### config.mk
export PLATFORM = sky130hd
export DESIGN_NAME = exp4_detector_jogada_flat
export DESIGN_NICKNAME = d
export VERILOG_FILES = /design/src/rtl/exp4_detector_jogada_if.sv /design/src/rtl/exp4_detector_jogada.sv /design/src/flat_wrapper.sv
export SDC_FILE = /design/constraint.sdc
export NUM_CORES = 1
export LEC_CHECK = 0
export CAP_MARGIN = 10
export CELL_PAD_IN_SITES_DETAIL_PLACEMENT = 0
export CELL_PAD_IN_SITES_GLOBAL_PLACEMENT = 1
export CORE_ASPECT_RATIO = 0.8
export CORE_MARGIN = 3
export CORE_UTILIZATION = 30
export CTS_CLUSTER_DIAMETER = 80
export DETAILED_ROUTE_END_ITERATION = 8
export GPL_ROUTABILITY_DRIVEN = 0
export PLACE_DENSITY_LB_ADDON = 0.1
export RECOVER_POWER = 50
export SKIP_LAST_GASP = 1
export SYNTH_ARGS = -nofsm -noshare
export SYNTH_HDL_FRONTEND = slang
export SYNTH_SLANG_ARGS = --single-unit
### constraint.sdc
create_clock -name clock -period 3.73 [get_ports clock]
set_clock_uncertainty 0.15 [all_clocks]
set_input_delay 0.5595 -clock clock [delete_from_list [all_inputs] [get_ports clock]]
set_output_delay 0.5595 -clock clock [all_outputs]
set_load 0.02 [all_outputs]
### src/rtl/exp4_detector_jogada_if.sv
// Button/play bus between the debouncer and the game control unit.
// The master side (the raw buttons and the consumer) drives botoes; the detector drives the rest.
interface exp4_detector_jogada_if;
    logic [3:0] botoes;
    logic       jogada;
    logic [3:0] jogada_valor;
    logic       multipla;
    logic [2:0] db_estado;

    modport master (
        output botoes,
        input  jogada,
        input  jogada_valor,
        input  multipla,
        input  db_estado
    );

    modport slave (
        input  botoes,
        output jogada,
        output jogada_valor,
        output multipla,
        output db_estado
    );
endinterface

### src/rtl/exp4_detector_jogada.sv
// Synchronises and debounces four play buttons.
// Emits one jogada pulse per clean one-hot press; stable multi-button patterns raise multipla instead.
module exp4_detector_jogada #(
    parameter int DEBOUNCE_CICLOS = 50000
) (
    input logic                  clock,
    input logic                  reset,
    exp4_detector_jogada_if.slave bus
);
    localparam int CW = (DEBOUNCE_CICLOS > 1) ? $clog2(DEBOUNCE_CICLOS) : 1;
    localparam logic [CW-1:0] CNT_FIM = CW'(DEBOUNCE_CICLOS - 1);

    typedef enum logic [2:0] {
        OCIOSO        = 3'd0,
        FILTRA_PRESS  = 3'd1,
        GERA_PULSO    = 3'd2,
        AGUARDA_SOLTA = 3'd3,
        FILTRA_SOLTA  = 3'd4
    } estado_t;

    logic [3:0]    sinc_q;
    logic [3:0]    botoes_s_q;
    logic [3:0]    amostra_q;
    logic [3:0]    valor_q;
    logic [CW-1:0] cnt_q;
    logic          multipla_q;
    estado_t       estado_q;
    logic          amostra_onehot;

    // Clearing the lowest set bit leaves zero only for a single-bit pattern.
    assign amostra_onehot = (amostra_q != 4'd0) && ((amostra_q & (amostra_q - 4'd1)) == 4'd0);

    always_ff @(posedge clock or negedge reset) begin
        if (!reset) begin
            sinc_q     <= 4'd0;
            botoes_s_q <= 4'd0;
        end else begin
            sinc_q     <= bus.botoes;
            botoes_s_q <= sinc_q;
        end
    end

    always_ff @(posedge clock or negedge reset) begin
        if (!reset) begin
            estado_q   <= OCIOSO;
            amostra_q  <= 4'd0;
            valor_q    <= 4'd0;
            cnt_q      <= '0;
            multipla_q <= 1'b0;
        end else begin
            multipla_q <= 1'b0;
            case (estado_q)
                OCIOSO: begin
                    if (botoes_s_q != 4'd0) begin
                        estado_q  <= FILTRA_PRESS;
                        amostra_q <= botoes_s_q;
                        cnt_q     <= '0;
                    end
                end
                FILTRA_PRESS: begin
                    if (botoes_s_q != amostra_q) begin
                        estado_q <= OCIOSO;
                    end else if (cnt_q == CNT_FIM) begin
                        if (amostra_onehot) begin
                            estado_q <= GERA_PULSO;
                            valor_q  <= amostra_q;
                        end else begin
                            estado_q   <= AGUARDA_SOLTA;
                            multipla_q <= 1'b1;
                        end
                    end else begin
                        cnt_q <= cnt_q + CW'(1);
                    end
                end
                GERA_PULSO: estado_q <= AGUARDA_SOLTA;
                // Pattern changes while held are deliberately ignored; only a full release matters.
                AGUARDA_SOLTA: begin
                    if (botoes_s_q == 4'd0) begin
                        estado_q <= FILTRA_SOLTA;
                        cnt_q    <= '0;
                    end
                end
                FILTRA_SOLTA: begin
                    if (botoes_s_q != 4'd0) begin
                        estado_q <= AGUARDA_SOLTA;
                    end else if (cnt_q == CNT_FIM) begin
                        estado_q <= OCIOSO;
                    end else begin
                        cnt_q <= cnt_q + CW'(1);
                    end
                end
                default: estado_q <= OCIOSO;
            endcase
        end
    end

    assign bus.jogada       = (estado_q == GERA_PULSO);
    assign bus.jogada_valor = valor_q;
    assign bus.multipla     = multipla_q;
    assign bus.db_estado    = estado_q;
endmodule

### src/flat_wrapper.sv
// flat-port wrapper written by rule: the top's interface ports become plain ports
module exp4_detector_jogada_flat 
#(
    parameter int DEBOUNCE_CICLOS = 50000
)
  (clock, reset, bus_botoes, bus_jogada, bus_jogada_valor, bus_multipla, bus_db_estado);
  exp4_detector_jogada_if bus_i ();
  input logic clock;
  input logic reset;
  input wire logic [$bits(bus_i.botoes)-1:0] bus_botoes;
  output wire logic [$bits(bus_i.jogada)-1:0] bus_jogada;
  output wire logic [$bits(bus_i.jogada_valor)-1:0] bus_jogada_valor;
  output wire logic [$bits(bus_i.multipla)-1:0] bus_multipla;
  output wire logic [$bits(bus_i.db_estado)-1:0] bus_db_estado;
  assign bus_i.botoes = bus_botoes;
  assign bus_jogada = bus_i.jogada;
  assign bus_jogada_valor = bus_i.jogada_valor;
  assign bus_multipla = bus_i.multipla;
  assign bus_db_estado = bus_i.db_estado;
  exp4_detector_jogada #(.DEBOUNCE_CICLOS(DEBOUNCE_CICLOS)) u_core (.clock(clock), .reset(reset), .bus(bus_i));
endmodule
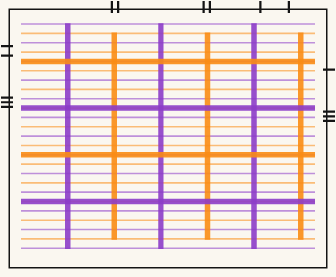
(images/power_grid.png)
Pins as bars on the die edge.
Key: VSS = purple; VDD = orange
25 met1 rails follow the rows. 6 straps on met4. 4 straps on met5. The core has 24 rows.
die width: 92.0 um
Core Region: 5590 um^2
VDD IR-drop max: 0.172 mV
Die H: 74.8 um

==> flow_metrics.py <==
# Flow results
metrics = {
    "yosys": {
        "yosys.area_share.aoi": 0.151,
        "syn-cell-area_um2": 1780,
        "top_cell_area_share": 0.507,
        "simple_gate_share": 0.235,
        "logic_family": "simple AND/OR/NAND/NOR gates",
        "synthAdderAreaFrac": 0.00705,
        "area_leaders": "dfrtp_1 (51%), or3_1 (4.6%), a21oi_1 (4.2%), o21ai_1 (3.4%), mux2_1 (3.2%)",
        "yosys_warnings": 0,
        "xor_share": 0.0296,
        "postSynth.asyncResetShare": 1.00,
    },
    "critical_path": {
        "slowest_stage": "clkbuf_1",
        "cp.depth": 2,
        "worst-setup-path-type": "input port to async pin",
        "cp-end-kind": "async pin",
        "startpoint": "reset",
        "r2r_end": "u_core.cnt_q[15]$_DFFE_PN0P_",
        "r2r_slack_ps": 1410,
        "cp-start-kind": "input port",
        "crit_chain": "dlygate4sd3_1, clkbuf_1",
        "worstRegToRegCells": 5,
    },
    "power": {
        "seq_power_mw": 0.501,
        "pg_clk_mw": 0.343,
        "seq_power_share": 0.466,
        "power.total_mw": 1.07,
        "p_per_area_nw_per_um2": 517,
        "p_switching_mw": 0.352,
    },
    "sta": {
        "maxSlewViolCount": 37,
        "tightest_slew_ps": 1960,
        "slew_headroom": -0.309,
        "finalClockPeriodUsage": 0.707,
    },
    "run": {
        "cap_violations": 1,
    },
    "status": {
        "violations": "capacitance limit, slew limit",
        "status": "complete, but fails checks",
    },
    "clocking": {
        "clock_latency_ps": 280,
        "h-tree-depth": 2,
        "cts_setup_buffers": 0,
        "clkSlewWorstSetupHoldPaths_ps": 80,
        "cts_buffer_depth": 2,
    },
    "routing": {
        "top_layer": "met4",
        "wl_um": 3810,
        "wl_met2_um": 1680,
        "wl_met3_um": 128,
        "remaining_drc_errors": 0,
        "vias": 1375,
    },
    "final_layout": {
        "nNetsFinal": 193,
        "clk_share": 0.0536,
        "drive_gt1_frac": 0.0909,
        "n_antenna_cell": 0,
        "area_growth_syn_to_layout_pct": 17.1,
    },
    "global_route": {
        "use_met1": 0.177,
        "grt_max_degree": 37,
        "grt_busiest_layer": "met1",
        "antenna_found_initial": 0,
        "grt-ovfl-total": 0,
    },
    "placed_design": {
        "io_buffers": 14,
        "dp.cells": 257,
        "preCtsSetupSlack_ps": 1420,
        "post-dp-hpwl_um": 2610,
    },
    "floorplanning": {
        "chip_area_um2": 6880,
        "initCoreUtil": 0.318,
        "num_rows": 24,
    },
    "worst_hold_path": {
        "hp-class": "flip-flop to flip-flop",
    },
}
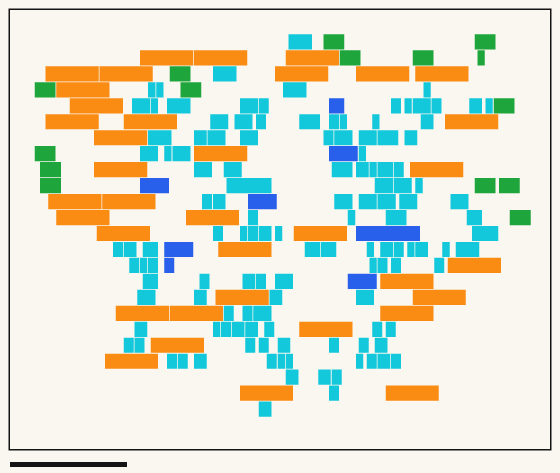
(images/placement_by_type.png)
Scale bar: 20 um.
Key: other buffers and delay cells = green [cells 15]; combinational and other logic = cyan [cells 128]; clock drivers and dummy loads = blue [cells 8]; flops = orange [cells 36]
flop share of the area: 0.433
post-route cell area: 2080 um^2

No activity file was given, so power comes from the tool's default toggle rates.
